**I/O nets highlighted**

The bar under the picture is 20 um long.
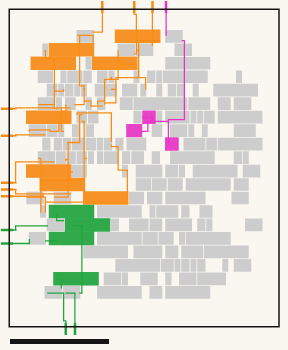
**Cell density map**

The bar under the picture is 20 um long. The die is cut into 5 by 6 equal tiles; white is low, dark blue is high, 0 to 100% covered.
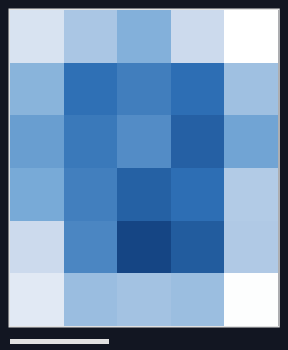
**Register map, names as in the netlist**

The bar under the picture is 20 um long. Other sequential cells in the stronger grey, the rest of the logic in the fainter grey.
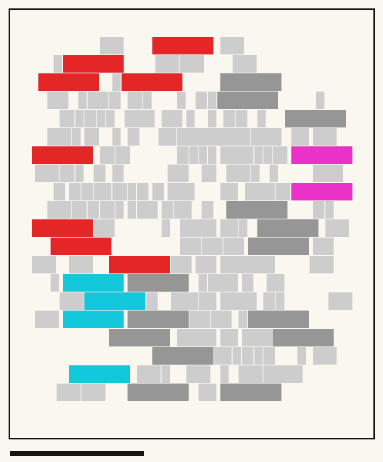
**Placement view**

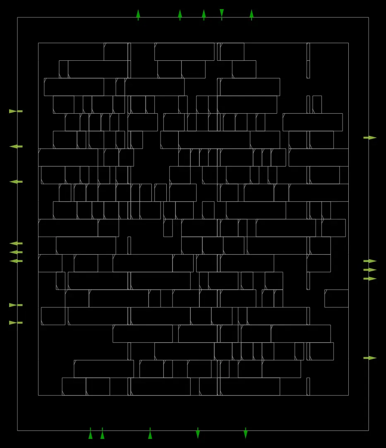
**Supply network**

The bar under the picture is 20 um long. Pins as bars on the die edge. Tap cells in grey.
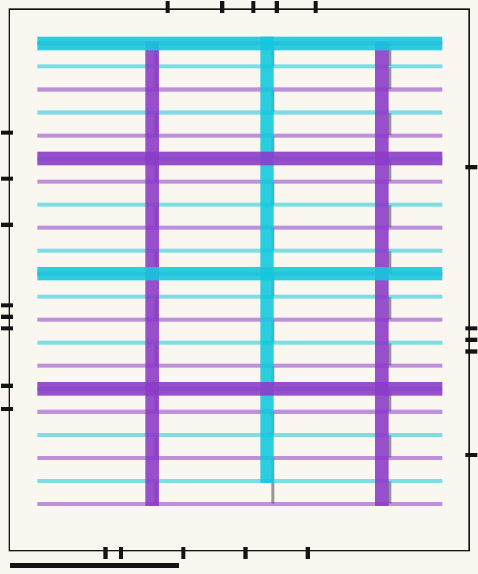
### src/rtl/gray_rx_decoder_if.sv
`default_nettype none
// ============================================================================
//  Module      : gray_rx_decoder_if
//  Description : Signal bundle between a Gray-count receiver and its user.
//                master : drives gray_in / clr_err, observes the decode.
//                slave  : the decoder itself.
//  Ports       : gray_in[W]  Gray-coded count from a foreign clock domain
//                clr_err     synchronous clear of err / err_cnt
//                bin_out[W]  registered binary decode
//                bin_valid   bin_out holds a decoded sample
//                inc / dec   one-cycle step pulses
//                err         sticky illegal-transition flag
//                err_cnt[8]  saturating illegal-transition count
//  Revision    : 1.0  initial release
// ============================================================================
interface gray_rx_decoder_if #(
   parameter int W = 4
);
   logic [W-1:0] gray_in;
   logic         clr_err;
   logic [W-1:0] bin_out;
   logic         bin_valid;
   logic         inc;
   logic         dec;
   logic         err;
   logic [7:0]   err_cnt;

   modport master (
      output gray_in, clr_err,
      input  bin_out, bin_valid, inc, dec, err, err_cnt
   );

   modport slave (
      input  gray_in, clr_err,
      output bin_out, bin_valid, inc, dec, err, err_cnt
   );
endinterface
`default_nettype wire

### src/rtl/gray_rx_decoder.sv
`default_nettype none
// ============================================================================
//  Module      : gray_rx_decoder
//  Description : Synchronizes a Gray-coded counter from another clock domain,
//                decodes it to binary and classifies each step as +1, -1,
//                no change, or illegal (sticky err + saturating err_cnt).
//  Ports       : clk   clock, rising edge
//                rst   asynchronous active-high reset
//                bus   gray_rx_decoder_if.slave (gray_in, clr_err in;
//                      bin_out, bin_valid, inc, dec, err, err_cnt out)
//  Parameters  : W            Gray/binary width (2..16)
//                SYNC_STAGES  synchronizer depth (2..4)
//  Revision    : 1.0  initial release
// ============================================================================
module gray_rx_decoder #(
   parameter int W           = 4,
   parameter int SYNC_STAGES = 2
) (
   input  wire logic         clk,
   input  wire logic         rst,
   gray_rx_decoder_if.slave  bus
);

   localparam int                  c_FILL_W    = $clog2(SYNC_STAGES + 1);
   localparam logic [c_FILL_W-1:0] c_FILL_DONE = c_FILL_W'(SYNC_STAGES);
   localparam logic [W-1:0]        c_STEP_UP   = W'(1);
   localparam logic [W-1:0]        c_STEP_DN   = {W{1'b1}};
   localparam logic [7:0]          c_CNT_MAX   = 8'hFF;

   typedef enum logic [1:0] {
      ST_IDLE  = 2'd0,
      ST_TRACK = 2'd1,
      ST_ERR   = 2'd2
   } state_t;

   // ------------------------------------------------------------------
   // Synchronizer chain; only the last stage is ever decoded.
   // ------------------------------------------------------------------
   logic [W-1:0] r_sync [SYNC_STAGES];

   always_ff @(posedge clk or posedge rst) begin
      if (rst) begin
         for (int i = 0; i < SYNC_STAGES; i++) begin
            r_sync[i] <= '0;
         end
      end else begin
         r_sync[0] <= bus.gray_in;
         for (int i = 1; i < SYNC_STAGES; i++) begin
            r_sync[i] <= r_sync[i-1];
         end
      end
   end

   logic [W-1:0] w_gs;
   assign w_gs = r_sync[SYNC_STAGES-1];

   // Gray-to-binary: each binary bit is the XOR of all Gray bits at or
   // above its position, which equals the iterative b[i]=b[i+1]^g[i] form.
   logic [W-1:0] w_bin;

   for (genvar gi = 0; gi < W; gi++) begin : g_decode
      assign w_bin[gi] = ^(w_gs >> gi);
   end

   // ------------------------------------------------------------------
   // Step classification against the previously accepted sample.
   // Modular subtraction makes the wrap-around cases fall out naturally.
   // ------------------------------------------------------------------
   state_t        r_state;
   logic [c_FILL_W-1:0] r_fill;
   logic [W-1:0]  r_bin_out;
   logic          r_bin_valid;
   logic          r_inc;
   logic          r_dec;
   logic          r_err;
   logic [7:0]    r_err_cnt;

   logic [W-1:0]  w_diff;
   logic          w_is_inc;
   logic          w_is_dec;
   logic          w_illegal;
   logic [7:0]    w_cnt_next;

   assign w_diff     = w_bin - r_bin_out;
   assign w_is_inc   = (w_diff == c_STEP_UP);
   assign w_is_dec   = (w_diff == c_STEP_DN);
   assign w_illegal  = (w_diff != '0) && !w_is_inc && !w_is_dec;
   assign w_cnt_next = (r_err_cnt == c_CNT_MAX) ? c_CNT_MAX : r_err_cnt + 8'd1;

   // ------------------------------------------------------------------
   // Control FSM with registered outputs.
   // ------------------------------------------------------------------
   always_ff @(posedge clk or posedge rst) begin
      if (rst) begin
         r_state     <= ST_IDLE;
         r_fill      <= '0;
         r_bin_out   <= '0;
         r_bin_valid <= 1'b0;
         r_inc       <= 1'b0;
         r_dec       <= 1'b0;
         r_err       <= 1'b0;
         r_err_cnt   <= '0;
      end else begin
         r_inc <= 1'b0;
         r_dec <= 1'b0;
         case (r_state)
            ST_IDLE: begin
               // Wait until the chain holds post-reset samples only, then
               // take the first value as the reference without judging it.
               if (r_fill != c_FILL_DONE) begin
                  r_fill <= r_fill + c_FILL_W'(1);
               end else begin
                  r_bin_out   <= w_bin;
                  r_bin_valid <= 1'b1;
                  r_state     <= ST_TRACK;
               end
            end

            ST_TRACK, ST_ERR: begin
               // Always resync, so an illegal jump becomes the new reference.
               r_bin_out <= w_bin;
               r_inc     <= w_is_inc;
               r_dec     <= w_is_dec;
               if (w_illegal) begin
                  // A coincident clear still leaves this cycle's error counted.
                  r_err     <= 1'b1;
                  r_err_cnt <= bus.clr_err ? 8'd1 : w_cnt_next;
                  r_state   <= ST_ERR;
               end else if (bus.clr_err) begin
                  r_err     <= 1'b0;
                  r_err_cnt <= '0;
                  r_state   <= ST_TRACK;
               end
            end

            default: begin
               r_state <= ST_IDLE;
            end
         endcase
      end
   end

   assign bus.bin_out   = r_bin_out;
   assign bus.bin_valid = r_bin_valid;
   assign bus.inc       = r_inc;
   assign bus.dec       = r_dec;
   assign bus.err       = r_err;
   assign bus.err_cnt   = r_err_cnt;

endmodule
`default_nettype wire

### src/flat_wrapper.sv
// flat-port wrapper written by rule: the top's interface ports become plain ports
module gray_rx_decoder_flat 
#(
   parameter int W           = 4,
   parameter int SYNC_STAGES = 2
)
  (clk, rst, bus_gray_in, bus_clr_err, bus_bin_out, bus_bin_valid, bus_inc, bus_dec, bus_err, bus_err_cnt);
  gray_rx_decoder_if #(.W(W)) bus_i ();
  input  wire logic clk;
  input  wire logic rst;
  input wire logic [$bits(bus_i.gray_in)-1:0] bus_gray_in;
  input wire logic [$bits(bus_i.clr_err)-1:0] bus_clr_err;
  output wire logic [$bits(bus_i.bin_out)-1:0] bus_bin_out;
  output wire logic [$bits(bus_i.bin_valid)-1:0] bus_bin_valid;
  output wire logic [$bits(bus_i.inc)-1:0] bus_inc;
  output wire logic [$bits(bus_i.dec)-1:0] bus_dec;
  output wire logic [$bits(bus_i.err)-1:0] bus_err;
  output wire logic [$bits(bus_i.err_cnt)-1:0] bus_err_cnt;
  assign bus_i.gray_in = bus_gray_in;
  assign bus_i.clr_err = bus_clr_err;
  assign bus_bin_out = bus_i.bin_out;
  assign bus_bin_valid = bus_i.bin_valid;
  assign bus_inc = bus_i.inc;
  assign bus_dec = bus_i.dec;
  assign bus_err = bus_i.err;
  assign bus_err_cnt = bus_i.err_cnt;
  gray_rx_decoder #(.W(W), .SYNC_STAGES(SYNC_STAGES)) u_core (.clk(clk), .rst(rst), .bus(bus_i));
endmodule
### config.mk
export PLATFORM = sky130hd
export DESIGN_NAME = gray_rx_decoder_flat
export DESIGN_NICKNAME = d
export VERILOG_FILES = /design/src/rtl/gray_rx_decoder_if.sv /design/src/rtl/gray_rx_decoder.sv /design/src/flat_wrapper.sv
export SDC_FILE = /design/constraint.sdc
export NUM_CORES = 1
export LEC_CHECK = 0
export ABC_AREA = 0
export CORE_ASPECT_RATIO = 1.2
export CORE_MARGIN = 3
export CORE_UTILIZATION = 49
export CTS_BUF_LIST = sky130_fd_sc_hd__clkbuf_2
export CTS_CLUSTER_SIZE = 14
export DETAILED_ROUTE_END_ITERATION = 7
export HOLD_SLACK_MARGIN = 0.06
export PLACE_DENSITY = 0.77
export RECOVER_POWER = 25
export SLEW_MARGIN = 20
export SYNTH_ARGS = -nofsm -noshare
export SYNTH_HDL_FRONTEND = slang
export SYNTH_SLANG_ARGS = --single-unit
export TNS_END_PERCENT = 20
### constraint.sdc
create_clock -name clk -period 3.04 [get_ports clk]
set_input_delay 0.304 -clock clk [delete_from_list [all_inputs] [get_ports clk]]
set_output_delay 0.304 -clock clk [all_outputs]
set_load 0.02 [all_outputs]
==> results_dict.tcl <==
# yosys + openroad results
set metrics [dict create \
    fin_nets 180 \
    p_clk_mw 0.226 \
    drt_pre_antenna_iters 5 \
    grt.busiest_layer "met2" \
    num-multi-input-gates 87 \
    pwr-share-comb_pct 57.6 \
    crit_path_max_incr_delay_ps 460 \
    ys_sh_xor_pct 4.50 \
    n_clock_buffer 3 \
    synthSimpleGateAreaFrac_pct 14.8 \
    pg_comb_mw 1.05 \
    hold-path-endpoint "u_core.w_gs[0]$_DFF_PP0_" \
    synth_nets 149 \
    status "finished clean" \
    rsz0062_at_grt "false" \
    logic_family "simple AND/OR/NAND/NOR gates" \
    top_power_group "combinational cells" \
    ys_seq_share_pct 51.4 \
    drv_cap 0 \
    crit_buf_inv 1 \
    hold_class "register to register" \
    clockBufferDepth 2 \
    worst_path_max_delay_cell "dfrtp_1" \
    r2r-end "u_core.r_state[0]$_DFFE_PP0P_" \
    worstSkewPairLatency_ps 360 \
    first_global_vias 1012 \
    power_density_nw_per_um2 1040 \
    ys_chip_area_um2 1360 \
    arrival_ps 3180 \
    htreeDepth 1 \
    hold_viol_final 0 \
    rr_worst_depth 11 \
    synthAoiAreaFrac_pct 13.9 \
    comb_area_share_pct 35.3 \
    synth-edff-count 0 \
    hold_ws_ps 388 \
]
Back to the opening pictures, 'I/O nets highlighted':
port	colour	bits	direction	edge	end cells	buffers	wire
bus_gray_in	green	4	input	2 left, 2 bottom	4	4	53.0 um
bus_clr_err	magenta	1	input	top	4	1	40.5 um
bus_err_cnt	orange	8	output	5 left, 3 top	8	8	299 um

Back to the opening pictures, 'cell density map':
tiles over 75% full	20%
mean over tiles	49%
nearly empty tiles	6.7%
densest ninth of the die	middle
fullest tile	92%
initial core utilization: 52.4%
core area: 2600 um2
Core Util, Final: 66.7%

Back to the opening pictures, 'register map, names as in the netlist':
name in the netlist	colour	flops
u_core.r_sync	cyan	4
u_core.r_fill	magenta	2
u_core.bus.err_cnt	red	8
Power Sequential: 0.543 mW
Flop area: 701 um2

Back to the opening pictures, 'placement view':
fin cells: 197
flop share of the area: 40.3%

Back to the opening pictures, 'supply network':
net	colour
VSS	purple
VDD	cyan
met4 straps	3
met1 rails	21
met5 straps	4
tap cells	33
signal pins	23
Die Wd: 54.2 um
die height: 63.8 um

-- synthesized netlist by cell type, types with 2 or more instances --
master / n
dfrtp_1: 28
inv_1: 16
nor2_1: 12
nand2_1: 11
ha_1: 7
o21ai_0: 7
a21oi_1: 6
nand3_1: 4
xnor2_1: 4
a31oi_1: 3
nor3_1: 3
o221ai_1: 3
xor2_1: 3
nand2b_1: 2
nand4_1: 2
o211ai_1: 2
o311ai_0: 2
-- kinds of logic (layout without fill, tap and decap cells) --
kind of cell    Yosys count  in the layout
xor+xnor                  7              7
fa+ha+maj                 8              8
buf+inv                  19             49
flops                    28             28
compound gates           29             29
simple gates             41             41
mux                       2              2
-- repair_timing --
action	CTS	global route
setup buffers	1	4
pin swaps	1	5
resized	3	6
endpoints found under the hold margin	0	0
setup endpoints to repair	6	9
Power and IR drop assume default switching activity.
